### Routed metal per tile, run 1

The bar under the picture is 50 µm long. The die is cut into 30 by 30 equal tiles; dark blue is low, red is high, scaled to the fullest tile. Values are wire area over tile area, all layers added.
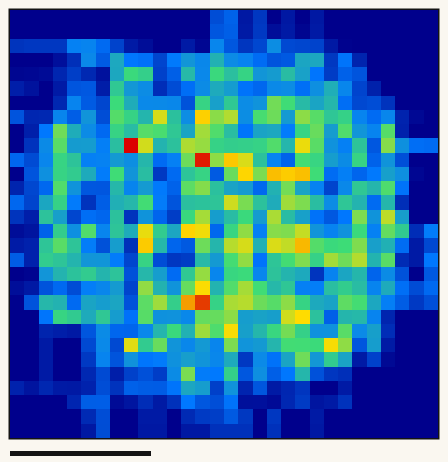
### Placement by cell class, run 1

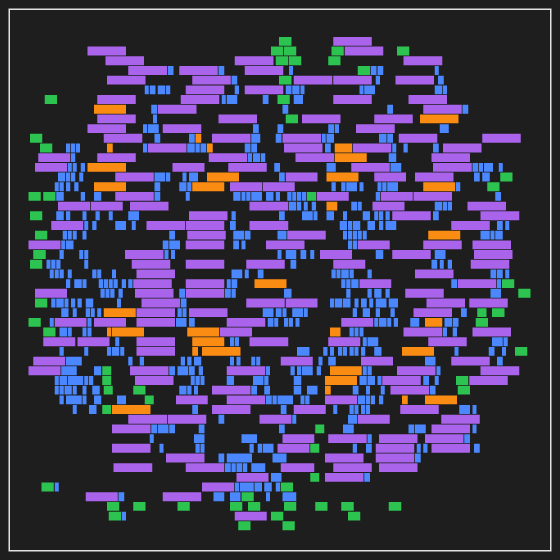
### Routing congestion map, run 1

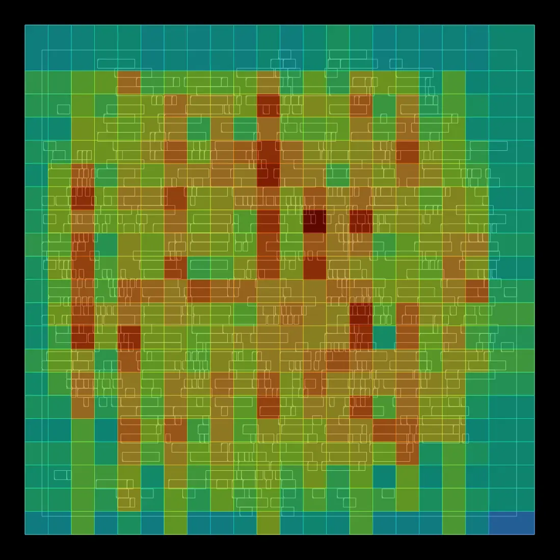
`src/rtl/result_stream_port_pkg.sv`:
```
// Shared types and derived-constant helpers for the result stream port.
package result_stream_port_pkg;

  // Serializer state: IDLE while the FIFO is empty, SEND while a head word is being emitted.
  typedef enum logic {
    IDLE = 1'b0,
    SEND = 1'b1
  } state_t;

  // Number of chunks making up one captured word.
  function automatic int unsigned f_nchunk(input int unsigned width, input int unsigned chunk);
    return width / chunk;
  endfunction

  // Width of the chunk index; at least one bit so a single-chunk word still has an index.
  function automatic int unsigned f_idx_w(input int unsigned nchunk);
    return (nchunk > 1) ? $clog2(nchunk) : 1;
  endfunction

endpackage

```
`src/rtl/result_stream_port_word_fifo.sv`:
```
// Word FIFO: storage, wrapping pointers and occupancy count.
// Caller qualifies i_push/i_pop so that only accepted operations reach this block.
module word_fifo #(
  parameter int unsigned WIDTH = 32,
  parameter int unsigned DEPTH = 4
) (
  input  logic                     clk,
  input  logic                     rst,
  input  logic                     i_push,
  input  logic                     i_pop,
  input  logic [WIDTH-1:0]         i_data,
  output logic [WIDTH-1:0]         o_head,
  output logic                     o_full,
  output logic                     o_empty,
  output logic [$clog2(DEPTH):0]   o_level
);

  localparam int unsigned AW = $clog2(DEPTH);
  localparam int unsigned LW = AW + 1;

  logic [WIDTH-1:0] r_mem [DEPTH];
  logic [AW-1:0]    r_wr_ptr;
  logic [AW-1:0]    r_rd_ptr;
  logic [LW-1:0]    r_level;

  // Storage write; contents need no reset because level gates visibility.
  always_ff @(posedge clk) begin
    if (i_push) r_mem[r_wr_ptr] <= i_data;
  end

  // Pointers wrap naturally since DEPTH is a power of two.
  always_ff @(posedge clk or posedge rst) begin
    if (rst) begin
      r_wr_ptr <= '0;
      r_rd_ptr <= '0;
      r_level  <= '0;
    end else begin
      if (i_push) r_wr_ptr <= r_wr_ptr + 1'b1;
      if (i_pop)  r_rd_ptr <= r_rd_ptr + 1'b1;
      case ({i_push, i_pop})
        2'b10:   r_level <= r_level + 1'b1;
        2'b01:   r_level <= r_level - 1'b1;
        default: r_level <= r_level;
      endcase
    end
  end

  assign o_head  = r_mem[r_rd_ptr];
  assign o_full  = (r_level == LW'(DEPTH));
  assign o_empty = (r_level == '0);
  assign o_level = r_level;

endmodule

```
`src/rtl/result_stream_port.sv`:
```
// Captures CPU result words into a FIFO and streams them out LSB-chunk first
// over a valid/ack handshake, with a sticky overflow flag for dropped captures.
module result_stream_port
  import result_stream_port_pkg::*;
#(
  parameter int unsigned WIDTH = 32,
  parameter int unsigned CHUNK = 8,
  parameter int unsigned DEPTH = 4
) (
  input  logic                     clk,
  input  logic                     rst,
  input  logic [WIDTH-1:0]         data_in,
  input  logic                     data_in_valid,
  input  logic                     mode,
  input  logic                     chunk_ack,
  input  logic                     clear_ovf,
  output logic [CHUNK-1:0]         chunk_out,
  output logic                     chunk_valid,
  output logic                     chunk_last,
  output logic                     ovf,
  output logic [$clog2(DEPTH):0]   level
);

  localparam int unsigned NCHUNK = f_nchunk(WIDTH, CHUNK);
  localparam int unsigned IDXW   = f_idx_w(NCHUNK);

  state_t                       r_state;
  state_t                       w_state_nxt;
  logic [IDXW-1:0]              r_idx;
  logic                         r_ovf;
  logic [WIDTH-1:0]             r_last_word;
  logic                         r_have_word;

  logic [WIDTH-1:0]             w_head;
  logic [NCHUNK-1:0][CHUNK-1:0] w_chunks;
  logic                         w_full;
  logic                         w_empty;
  logic                         w_capture;
  logic                         w_xfer;
  logic                         w_is_last;
  logic                         w_pop;
  logic                         w_push;
  logic                         w_drop;

  word_fifo #(
    .WIDTH (WIDTH),
    .DEPTH (DEPTH)
  ) u_fifo (
    .clk     (clk),
    .rst     (rst),
    .i_push  (w_push),
    .i_pop   (w_pop),
    .i_data  (data_in),
    .o_head  (w_head),
    .o_full  (w_full),
    .o_empty (w_empty),
    .o_level (level)
  );

  // Capture decision, handshake and push/pop qualification.
  always_comb begin
    w_capture = data_in_valid && (mode || !r_have_word || (data_in != r_last_word));
    w_xfer    = !w_empty && chunk_ack;
    w_is_last = (r_idx == IDXW'(NCHUNK - 1));
    w_pop     = w_xfer && w_is_last;
    // A pop in the same cycle frees the slot, so a full FIFO still accepts.
    w_push    = w_capture && (!w_full || w_pop);
    w_drop    = w_capture && w_full && !w_pop;
  end

  // Serializer next-state: leave SEND only when the final pop empties the FIFO.
  always_comb begin
    w_state_nxt = r_state;
    case (r_state)
      IDLE:    if (w_push) w_state_nxt = SEND;
      SEND:    if (w_pop && !w_push && (level == 1)) w_state_nxt = IDLE;
      default: w_state_nxt = IDLE;
    endcase
  end

  // Serializer state and chunk index.
  always_ff @(posedge clk or posedge rst) begin
    if (rst) begin
      r_state <= IDLE;
      r_idx   <= '0;
    end else begin
      r_state <= w_state_nxt;
      if (w_xfer) r_idx <= w_is_last ? '0 : r_idx + 1'b1;
    end
  end

  // Last-captured word tracking for on-change mode, and sticky overflow.
  always_ff @(posedge clk or posedge rst) begin
    if (rst) begin
      r_last_word <= '0;
      r_have_word <= 1'b0;
      r_ovf       <= 1'b0;
    end else begin
      if (w_push) begin
        r_last_word <= data_in;
        r_have_word <= 1'b1;
      end
      if (w_drop)         r_ovf <= 1'b1;
      else if (clear_ovf) r_ovf <= 1'b0;
    end
  end

  // Outputs come from registered state only; zeroed while nothing is queued.
  always_comb begin
    w_chunks    = w_head;
    chunk_valid = !w_empty;
    chunk_out   = chunk_valid ? w_chunks[r_idx] : '0;
    chunk_last  = chunk_valid && w_is_last;
    ovf         = r_ovf;
  end

endmodule

```
`config.mk`:
```
export PLATFORM = sky130hd
export DESIGN_NAME = result_stream_port
export DESIGN_NICKNAME = d
export VERILOG_FILES = /design/src/rtl/result_stream_port_pkg.sv /design/src/rtl/result_stream_port_word_fifo.sv /design/src/rtl/result_stream_port.sv
export SDC_FILE = /design/constraint.sdc
export NUM_CORES = 1
export LEC_CHECK = 0
export ABC_AREA = 1
export CORE_MARGIN = 5
export CORE_UTILIZATION = 37
export CTS_CLUSTER_SIZE = 12
export DETAILED_ROUTE_END_ITERATION = 7
export PLACE_DENSITY = 0.52
export SYNTH_ARGS = -nofsm -noshare
export SYNTH_HDL_FRONTEND = slang
export SYNTH_SLANG_ARGS = --single-unit
```
`constraint.sdc`:
```
create_clock -name clk -period 7.85 [get_ports clk]
set_input_delay 1.57 -clock clk [delete_from_list [all_inputs] [get_ports clk]]
set_output_delay 1.57 -clock clk [all_outputs]
set_load 0.01 [all_outputs]
```
==> run_results.csv, run 1 <==
group,metric,value,unit
status,status,"finished, final reports clean",
floorplan,io_pins,52,
worst_setup_path,path_max_fanout,40,
power_and_ir_drop,pg_comb,0.00120,W
final_timing,clock_skew,7.26,ps
power_and_ir_drop,maxPowerGroup,"registers",
final_timing,slew-limit-headroom,33.2,%
worst_hold_path,hold_end,"r_have_word",
clock_network,worst_skew_pair.late_latency,420,ps
worst_setup_path,cp_top_family,"simple AND/OR/NAND/NOR gates",
power_and_ir_drop,p_switching,0.00122,W
route,drc,0,
clock_network,cts_buffers,17,
worst_hold_path,hold_class,"reg2reg",
worst_hold_path,min_delay_path_depth,2,
logic_synthesis,ys_cells,673,
worst_setup_path,cp-endpoint,"u_fifo.o_level[2]",
clock_network,clock_sinks,171,
route,drtPass1Iterations,5,
logic_synthesis,ff_type,"edfxtp_1",
clock_network,postCtsSetupBuffers,0,
placement,gp_congestion,0.720,
logic_synthesis,netlist_logic_family_top,"simple AND/OR/NAND/NOR gates",
placement,port-buffer-count,51,
logic_synthesis,xor_share,1.89,%
worst_setup_path,cp_slowest_stage_delay,880,ps
global_route,grt_pass1_wl,30700,µm
final_layout,layout-drive-gt1-share,7.82,%
final_timing,period_used_share,64.7,%
logic_synthesis,ys_area,7420,µm²
floorplan,die_x,152,µm
floorplan,core_area,19600,µm²
global_route,grt-ovfl-total,0,
logic_synthesis,synth-async-reset-ratio,25.1,%
route,wire_per_inst,19.5,µm
global_route,grt_max_degree,68,
clock_network,ctsHoldBuffers,0,
route,wl_met2,9730,µm
final_layout,mostFrequentLayoutCells,"edfxtp_1 (128), nand2_1 (122), nor2_1 (83)",
worst_setup_path,worst_setup_path_start_kind,"primary input",
final_layout,n_antenna_cell,0,
global_route,use_met2,30.3,%
final_timing,tightest_slew,1000,ps
logic_synthesis,ys_sh_aoi,10.1,%
placement,dp_hpwl,11600,µm
logic_synthesis,syn_inst,673,
route,drtIter0Drc,479,
route,highest_layer,"met4",
floorplan,die_h,152,µm
clock_network,cts_root_buffer,"clkbuf_16",
power_and_ir_drop,irDropWorstVdd,0.000160,V
logic_synthesis,mux_area_share,0,%
logic_synthesis,edf_count,128,
job,max-cap-violations,0,
global_route,met3_usage,4.31,%
worst_setup_path,worstReg2RegStart,"r_last_word[26]",
route,ant_nets,0,
power_and_ir_drop,pg_seq,0.00130,W
placement,place_inst,962,
logic_synthesis,postSynthSeqShare,66.3,%
final_timing,fmax,0.197,GHz
worst_setup_path,crit_path_start,"data_in[20]",
power_and_ir_drop,pg_clk,0.000883,W
worst_setup_path,r2r_cells,15,
power_and_ir_drop,leakagePower,3.36,nW
final_layout,layout_top_cell,"edfxtp_1",
global_route,grt_pass1_vias,5161,
logic_synthesis,floorplan.nets,718,
clock_network,cts_tree,"built",
final_layout,layout.nets,761,
worst_setup_path,crit_required,8150,ps
worst_setup_path,end_kind,"flip-flop",
logic_synthesis,synth_flop_count,171,
logic_synthesis,fa_ha_area_share,1.28,%
clock_network,htreeDepth,4,
floorplan,core_util_floorplan,37.9,%
route,wl_met3,804,µm
final_timing,tns,0,ps
logic_synthesis,yosysWarnings,0,
power_and_ir_drop,seqPwrFrac,38.5,%
floorplan,chip_area,23000,µm²
final_layout,instances_no_fill,994,
global_route,grt_antenna_before_repair,0,
clock_network,clk_path_buf_depth,2,
final_layout,logic_area,2140,µm²
final_timing,setup_viol,0,
global_route,busiest_layer,"met2",
worst_setup_path,cpMaxStageDelayCell,"nand3_2",
worst_setup_path,rrSetupSlack,4140,ps
final_layout,fill_cells,1830,
worst_setup_path,criticalPathCategory,"in2reg",
job,warning_count,29,
final_timing,drv_slew,0,
power_and_ir_drop,clock_power_share,26.1,%
About 'Routed metal per tile':
22% of the tiles are nearly empty. The mean over all tiles is 0.13. 14% of the tiles are over half the peak.

About 'Placement by cell class':
Key: clock drivers and dummy loads = orange [cells 32, share of their area 7.4%]; remaining buffers and delay cells = green [cells 61, share of their area 6.9%]; registers = purple [cells 171, share of their area 58%]; remaining logic cells = blue [cells 465, share of their area 28%]

About 'Routing congestion map':
GRT Overall Usage: 18.0%
grt met1 use: 23.6%
final core occ: 44.9%

==> run 1: flip-flops by register name (all words and copies together) (netlist names) <==
name             count
u_fifo.o_level       3
u_fifo.r_wr_ptr      2
r_idx                2
r_last_word         32
u_fifo.r_rd_ptr      2
ovf                  1
r_have_word          1
u_fifo.r_mem       128
==> run 1: synthesized netlist by cell type, types with 2 or more instances <==
cell type / n / share of area (%)
edfxtp_1: 128 / 52
nand2_1: 122 / 6.2
nor2_1: 87 / 4.4
o21ai_0: 67 / 4.5
inv_1: 50 / 2.5
dfrtp_1: 43 / 15
nand4_1: 39 / 3.3
clkbuf_1: 21 / 1.1
o221ai_1: 21 / 2.5
a21oi_1: 12 / 0.81
o22ai_1: 12 / 1.0
o211ai_1: 11 / 1.1
xnor2_1: 11 / 1.3
buf_2: 10 / 0.67
ha_1: 6 / 1.0
nand3_1: 6 / 0.40
buf_4: 5 / 0.51
xor2_1: 5 / 0.59
clkinv_1: 3 / 0.15
nand2_2: 2 / 0.17
nand2_4: 2 / 0.30
nor2_2: 2 / 0.17
nor2_4: 2 / 0.30
==> run 1: final cells by class <==
type	instances	area share (%)
sequential	171	55.9
multi-input combinational	411	24.3
timing repair buffer	61	6.65
clock buffer	20	5.19
tap	265	3.77
inverter	54	2.30
clock inverter	12	1.90
==> run 1: stage by stage <==
| step | cell area (µm²) | worst slack [ps] | hold slack (ps) | power (W) |
|---|---|---|---|---|
| after global routing | 8800 | 2420 | 494 | 0.00360 |
| after detailed placement | 8180 | 2270 | 452 | 0.00254 |
| final | 8800 | 2770 | 467 | 0.00338 |
| after CTS | 8800 | 2700 | 468 | 0.00342 |
| after global placement | 8180 | 2380 | 448 | 0.00250 |
| after floorplan | 7420 | 3740 | 434 | 0.00203 |
==> inputs of run 2 (changes only) <==
==> constraint.sdc (replaced) <==
create_clock -name clk -period 5.01 [get_ports clk]
set_input_delay 1.002 -clock clk [delete_from_list [all_inputs] [get_ports clk]]
set_output_delay 1.002 -clock clk [all_outputs]
set_load 0.01 [all_outputs]
### Drive-strength map, run 2

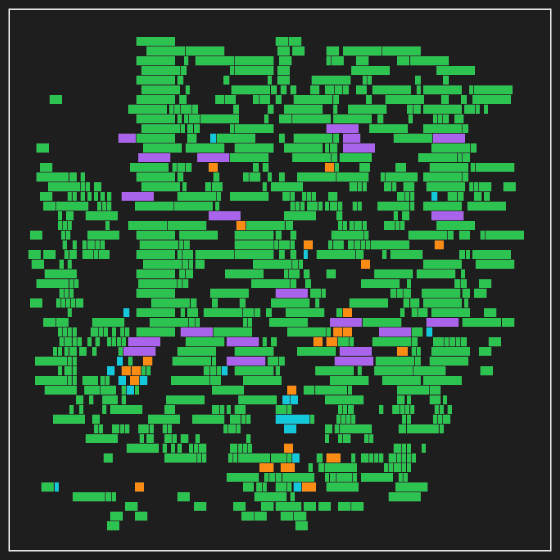
Key: x2 = cyan [cells 18, share 2.5%]; x3 and x4 = orange [cells 23, share 3.1%]; x1 and smaller = green [cells 672, share 92%]; x6 and larger = purple [cells 21, share 2.9%]

### Placement density heat map, run 2

The bar under the picture is 50 µm long. The die is cut into 15 by 15 equal tiles; dark blue is low, red is high, 0 to 100% covered.
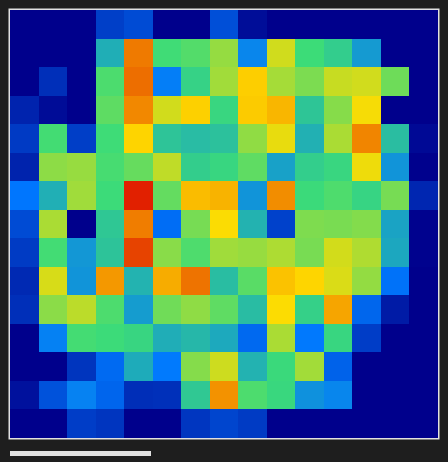
The fullest tile reaches 96%. The emptiest ninth of the die: bottom right. 9.8% of the tiles are over 75% full. The mean over all tiles is 37%. The densest ninth of the die: middle.

==> run 2 against run 1 <==
Register-to-register slack lost 2100 ps. Global-route usage shrank 1.3 points. Setup slack lost 1900 ps. Cell count grew 0.50%. Largest power group unchanged. Sequential power grew 64%. Via count shrank 0.76%. Clock power grew 45%.
==> run_results.csv, run 2 <==
group,metric,value,unit
clock_network,ctsHoldBuffers,0,
final_layout,layout.nets,766,
floorplan,core_util_floorplan,37.9,%
worst_hold_path,hold_class,"reg2reg",
final_timing,grt_setup_unrepaired,"no",
clock_network,path_clk_slew,60,ps
power_and_ir_drop,power_density,584,nW/µm²
final_layout,mostFrequentLayoutCells,"edfxtp_1 (128), nand2_1 (122), nor2_1 (83)",
power_and_ir_drop,leakagePower,3.35,nW
logic_synthesis,ff_type,"edfxtp_1",
clock_network,clock_sinks,171,
logic_synthesis,top_area_share,51.8,%
floorplan,die_h,152,µm
route,drc,0,
global_route,grt-ovfl-total,0,
floorplan,io_pins,52,
worst_setup_path,path_max_fanout,38,
final_timing,slew-limit-headroom,33.3,%
worst_setup_path,end_kind,"primary output",
global_route,grt_use_total,16.7,%
route,ant_nets,0,
logic_synthesis,postSynthSeqShare,66.3,%
final_layout,top_register,"u_fifo.r_mem",
power_and_ir_drop,switching_share,35.9,%
floorplan,chip_area,23000,µm²
logic_synthesis,top_cell,"edfxtp_1",
floorplan,die_x,152,µm
clock_network,cts_buffers,17,
final_timing,min_period,4090,ps
power_and_ir_drop,pg_clk,0.00128,W
final_layout,area_growth,18.5,%
logic_synthesis,top_cells_by_area,"edfxtp_1 (52%), dfrtp_1 (15%), nand2_1 (6.2%)",
floorplan,rows,51,
logic_synthesis,netlist_top_cells_count,"edfxtp_1 (128), nand2_1 (122), nor2_1 (87)",
worst_setup_path,worstReg2RegStart,"r_idx[0]",
logic_synthesis,floorplan.nets,718,
final_timing,final_hold_viol_count,0,
final_timing,setup_viol,0,
final_layout,layout_top_cell,"edfxtp_1",
route,num_vias,5103,
power_and_ir_drop,p_int,0.00330,W
logic_synthesis,ys_area,7420,µm²
final_layout,layout-drive-gt1-share,8.45,%
global_route,grt_pass1_vias,5076,
worst_setup_path,worstPathArrival,3090,ps
final_layout,largest_reg_flops,128,
final_timing,fmax,0.244,GHz
worst_setup_path,crit_required,4010,ps
final_timing,period_used_share,81.7,%
placement,placed_area,8220,µm²
logic_synthesis,synth_cell_type_count,29,
worst_setup_path,path_cells,"buf_4 -> o21ai_0 -> o22ai_1 -> o211ai_1 -> a21oi_1 -> clkdlybuf4s50_1",
logic_synthesis,ys_cells,673,
route,drtIter0Drc,437,
logic_synthesis,edf_count,128,
final_timing,clock_skew,7.52,ps
worst_setup_path,cp_slowest_stage_delay,780,ps
clock_network,cts_root_buffer,"clkbuf_16",
power_and_ir_drop,pg_comb,0.00173,W
job,max-cap-violations,0,
global_route,grt_antenna_before_repair,0,
worst_setup_path,worst_setup_path_start_kind,"flip-flop",
placement,dp_hpwl,11800,µm
logic_synthesis,synth_area,7420,µm²
power_and_ir_drop,pg_seq,0.00213,W
power_and_ir_drop,seqPwrFrac,41.4,%
clock_network,clk_path_buf_depth,2,
route,routed_wl,18500,µm
logic_synthesis,synth_flop_count,171,
final_timing,tns,0,ps
placement,gp_congestion,0.762,
clock_network,cts_tree,"built",
logic_synthesis,synth-async-reset-ratio,25.1,%
final_layout,n_antenna_cell,0,
route,wire_per_inst,18.5,µm
worst_setup_path,critPathBufInv,2,
clock_network,worst_skew_pair.late_latency,410,ps
power_and_ir_drop,maxPowerGroup,"registers",
worst_hold_path,hp-start,"r_last_word[3]",
floorplan,core_area,19600,µm²
worst_setup_path,crit_path_start,"u_fifo.r_rd_ptr[0]",
global_route,grt_max_degree,44,
power_and_ir_drop,irDropWorstVdd,0.000248,V
logic_synthesis,syn_inst,673,
clock_network,htreeDepth,4,
worst_setup_path,cp_top_family,"buffers and inverters",
logic_synthesis,yosysWarnings,0,
clock_network,postCtsSetupBuffers,0,
logic_synthesis,top_area_cell,"edfxtp_1",
power_and_ir_drop,clock_power_share,24.9,%
worst_setup_path,cpMaxStageDelayCell,"dfrtp_2",
final_timing,tightest_slew,1000,ps
route,viasPerCell,5.11,
job,warning_count,29,
worst_setup_path,criticalPathCategory,"reg2out",
route,drtPass1Iterations,5,
final_layout,fin_area,8790,µm²
logic_synthesis,syn_area_per_cell,11.0,µm²
placement,port-buffer-count,51,
final_timing,drv_slew,0,
global_route,grt_pass1_wl,28700,µm
power_and_ir_drop,p_switching,0.00184,W
clock_network,ctsResizeCount,0,
power_and_ir_drop,comb_power_share,33.7,%
status,status,"finished, final reports clean",
==> run 2: cell families (layout without fill, tap and decap cells) <==
kind of cell	after synthesis	in the layout	share of synthesized area, %
simple gates	264	264	15.4
fa+ha+maj	7	7	1.28
buf+inv	91	152	5.03
xor+xnor	16	16	1.89
compound gates	124	124	10.1
flops	171	171	66.3
==> run 2: final cells by class <==
cell class                 count  area, µm²
clock buffer                  20        457
clock inverter                12        123
fill                        1808      10800
inverter                      54        203
multi-input combinational    411       2140
sequential                   171       4920
tap                          265        332
timing repair buffer          66        623
==> run 2: layer usage <==
metal	track usage, %	routed length [µm]	vias to the layer above
met1	20.8	8040	2506
met2	28.8	9300	121
met5	0	0	-
met4	5.88	388	0
li1	-	-	2453
met3	3.63	734	23
==> run 2: metrics by stage <==
stage	total power (W)	hold slack (ps)	setup WS, ps	cells	util, %
2_1_floorplan	0.00318	434	1470	673	-
3_3_place_gp	0.00387	449	1410	967	41.9
3_5_place_dp	0.00390	462	1360	967	41.9
4_1_cts	0.00519	476	868	999	44.9
5_1_grt	0.00545	483	749	999	44.9
6_report	0.00514	479	919	999	44.9
==> run 2: worst register-to-register path, stage by stage, from the launching register on <==
cell	delay, ps
dfrtp_1	680
ha_1	230
inv_1	90
nor2_4	180
nor2_2	70
nand2_4	340
nand3_2	140
buf_4	310
nor2_2	140
buf_4	450
==> run 2: worst paths after layout <==
kind	to	slack [ps]	cells past startpoint
min	r_last_word[3]	480	2
min reg2reg	r_last_word[3]	480	2
max in group asynchronous	u_fifo.r_rd_ptr[0]	3190	2
max	chunk_out[7]	920	6
max reg2reg	u_fifo.r_mem[1][26]	2000	9
min in group asynchronous	ovf	1130	2
==> inputs of run 3 (changes only) <==
==> constraint.sdc (replaced) <==
create_clock -name clk -period 3.9 [get_ports clk]
set_input_delay 0.78 -clock clk [delete_from_list [all_inputs] [get_ports clk]]
set_output_delay 0.78 -clock clk [all_outputs]
set_load 0.01 [all_outputs]
### Placement by cell class, run 3

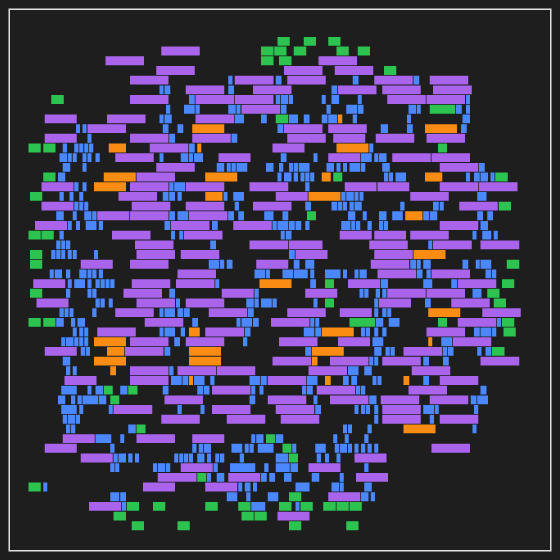
Key: remaining buffers and delay cells = green [cells 67, share of their area 7.7%]; registers = purple [cells 171, share of their area 58%]; clock drivers and dummy loads = orange [cells 32, share of their area 6.4%]; remaining logic cells = blue [cells 465, share of their area 28%]

### Routing congestion map, run 3

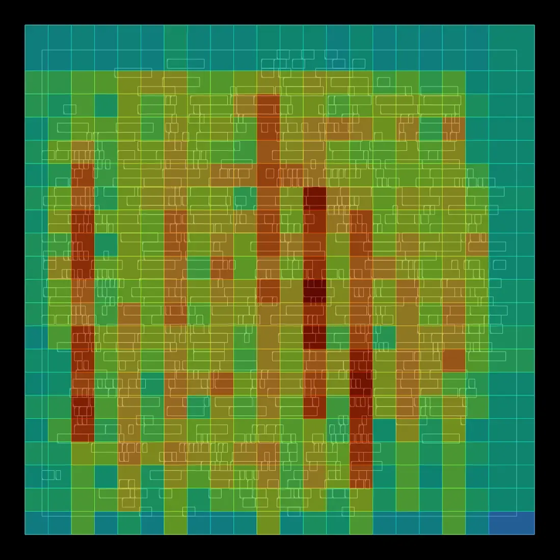
final core occ: 44.9%
M3 GR Usage: 3.66%
routing usage on met2: 28.2%
GRT Max-Usage Layer: met2

==> run 3 against run 2 <==
First-iteration DRC count decreased by 3.7%. Clock power grew 21%. Largest cell class unchanged. Via count about the same. Cell count up 0.10%. Synthesized cell count is the same. Area after synthesis did not move. Global-route usage rose by 0.25 points. Largest power group unchanged. Non-clock buffer count grew 1.
==> run_results.csv, run 3 <==
group,metric,value,unit
logic_synthesis,top_area_share,51.8,%
logic_synthesis,top_area_cell,"edfxtp_1",
logic_synthesis,ys_cells,673,
final_timing,period_used_share,95.8,%
final_timing,tightest_slew,1010,ps
power_and_ir_drop,p_int,0.00419,W
clock_network,cts_root_buffer,"clkbuf_16",
final_layout,instances_no_fill,1000,
final_timing,clock_skew,9.28,ps
floorplan,io_pins,52,
logic_synthesis,xor_share,1.89,%
worst_hold_path,hold_end,"r_have_word",
worst_setup_path,worstPathArrival,2960,ps
floorplan,core_util_floorplan,37.9,%
worst_setup_path,cp_slowest_stage_delay,770,ps
worst_hold_path,min_delay_path_depth,2,
worst_setup_path,path_cells,"buf_4 -> o21ai_0 -> o22ai_1 -> o211ai_1 -> a21oi_1 -> clkdlybuf4s50_1",
route,drtIter0Drc,421,
power_and_ir_drop,p_switching,0.00240,W
final_layout,layout.nets,767,
placement,gp_congestion,0.771,
clock_network,cts_buffers,17,
logic_synthesis,syn_inst,673,
job,warning_count,29,
logic_synthesis,syn_area_per_cell,11.0,µm²
logic_synthesis,edf_count,128,
logic_synthesis,netlist_top_cells_count,"edfxtp_1 (128), nand2_1 (122), nor2_1 (87)",
worst_hold_path,hp-start,"r_have_word",
clock_network,htreeDepth,4,
placement,placed_area,8250,µm²
final_layout,top_register,"u_fifo.r_mem",
power_and_ir_drop,clock_power_share,23.5,%
power_and_ir_drop,power_density,749,nW/µm²
global_route,grt_max_degree,44,
job,max-cap-violations,0,
floorplan,rows,51,
clock_network,postCtsSetupBuffers,0,
floorplan,die_h,152,µm
power_and_ir_drop,irDropWorstVdd,0.000360,V
floorplan,die_x,152,µm
global_route,grt_pass1_vias,4987,
placement,dp_hpwl,11500,µm
logic_synthesis,synth_flop_count,171,
power_and_ir_drop,leakagePower,3.35,nW
route,wire_per_inst,18.6,µm
clock_network,path_clk_slew,60,ps
placement,port-buffer-count,51,
logic_synthesis,mux_area_share,0,%
clock_network,cts_tree,"built",
worst_setup_path,cp_top_family,"buffers and inverters",
worst_setup_path,critPathBufInv,2,
final_layout,fin_area,8800,µm²
final_layout,layout-drive-gt1-share,8.16,%
clock_network,worst_skew_pair.late_latency,420,ps
clock_network,ctsResizeCount,0,
power_and_ir_drop,seqPwrFrac,41.3,%
logic_synthesis,ff_type,"edfxtp_1",
route,drc,0,
worst_setup_path,criticalPathCategory,"reg2out",
worst_setup_path,worst_setup_path_start_kind,"flip-flop",
worst_setup_path,rrSetupSlack,900,ps
clock_network,ctsHoldBuffers,0,
final_timing,min_period,3740,ps
logic_synthesis,synth_area,7420,µm²
final_timing,tns,0,ps
power_and_ir_drop,pg_clk,0.00155,W
final_timing,fmax,0.268,GHz
final_layout,largest_reg_flops,128,
power_and_ir_drop,p_total,0.00659,W
final_timing,final_hold_viol_count,0,
power_and_ir_drop,switching_share,36.4,%
logic_synthesis,synth_cell_type_count,29,
global_route,grt_use_total,17.0,%
route,num_vias,5101,
status,status,"finished, final reports clean",
route,ant_nets,0,
floorplan,chip_area,23000,µm²
final_timing,slew-limit-headroom,32.4,%
worst_setup_path,cpMaxStageDelayCell,"dfrtp_1",
route,routed_wl,18600,µm
route,viasPerCell,5.10,
logic_synthesis,ys_area,7420,µm²
logic_synthesis,ys_sh_simple,15.4,%
power_and_ir_drop,comb_power_share,35.2,%
worst_setup_path,crit_required,3120,ps
logic_synthesis,fa_ha_area_share,1.28,%
logic_synthesis,yosysWarnings,0,
logic_synthesis,synth-async-reset-ratio,25.1,%
worst_setup_path,r2r_end,"u_fifo.r_mem[3][25]",
worst_hold_path,hold_class,"reg2reg",
logic_synthesis,top_cell,"edfxtp_1",
global_route,grt_pass1_wl,28900,µm
logic_synthesis,netlist_logic_family_top,"simple AND/OR/NAND/NOR gates",
worst_setup_path,r2r_cells,10,
logic_synthesis,floorplan.nets,718,
logic_synthesis,top_cells_by_area,"edfxtp_1 (52%), dfrtp_1 (15%), nand2_1 (6.2%)",
final_layout,area_growth,18.5,%
global_route,grt_antenna_before_repair,0,
logic_synthesis,ys_sh_aoi,10.1,%
final_timing,grt_setup_unrepaired,"no",
logic_synthesis,postSynthSeqShare,66.3,%
final_timing,setup_viol,0,
final_layout,mostFrequentLayoutCells,"edfxtp_1 (128), nand2_1 (122), nor2_1 (83)",
worst_setup_path,worstReg2RegStart,"r_idx[0]",
worst_setup_path,end_kind,"primary output",
clock_network,clk_path_buf_depth,2,
placement,place_inst,968,
power_and_ir_drop,maxPowerGroup,"registers",
final_layout,n_antenna_cell,0,
route,drtPass1Iterations,5,
global_route,grt-ovfl-total,0,
final_timing,drv_slew,0,
worst_setup_path,path_max_fanout,18,
floorplan,core_area,19600,µm²
power_and_ir_drop,pg_seq,0.00272,W
clock_network,clock_sinks,171,
final_layout,layout_top_cell,"edfxtp_1",
-- run 3: tightest hold or removal path, cell delays in order, from the launching register on --
cell,delay (ps)
dfrtp_1,340
inv_1,40
nand2_1,60
-- run 3: how the worst max path moves through the flow --
| stage | cells after the start | start | endpoint | slack, ps |
|---|---|---|---|---|
| floorplan | 12 | data_in[26] | u_fifo.r_mem[0][0] | 580 |
| global placement | 17 | data_in[28] | u_fifo.o_level[2] | 480 |
| detailed placement | 14 | data_in[28] | u_fifo.r_mem[3][5] | 420 |
| CTS | 7 | u_fifo.r_rd_ptr[0] | chunk_out[1] | 80 |
| global route | 6 | u_fifo.r_rd_ptr[1] | chunk_out[5] | 50 |
| finish | 6 | u_fifo.r_rd_ptr[1] | chunk_out[2] | 160 |
-- run 3: logic make-up after synthesis --
kind of cell               after synthesis
AOI/OAI and AO/OA                      124
xor gates and xnor gates                16
and+or+nand+nor                        264
adders and majority gates                7
DFF                                    171
buffers and inverters                   91
-- run 3: stage by stage --
step	hold WS (ps)	setup slack, ps
2_1_floorplan	434	583
6_report	482	165
5_1_grt	500	46.6
3_3_place_gp	453	483
3_5_place_dp	464	425
4_1_cts	480	83.6
-- run 3: layer usage --
layer | up-vias | share of wire [%] | track usage, %
met1 | 2501 | 45 | 22.6
met5 | - | 0 | 0
met3 | 14 | 4.8 | 3.66
li1 | 2458 | - | -
met2 | 128 | 49 | 28.2
met4 | 0 | 1.3 | 4.81
-- run 3: final cells by class --
class                           count  area (µm²)
Clock inverter                      6        36.3
Timing Repair Buffer               67         656
Tap cell                          265         332
Inverter                           54         205
Clock buffer                       26         509
Multi-Input combinational cell    411        2140
Sequential cell                   171        4920
Fill cell                        1825       10800
Power is estimated from default activity; no workload was simulated.
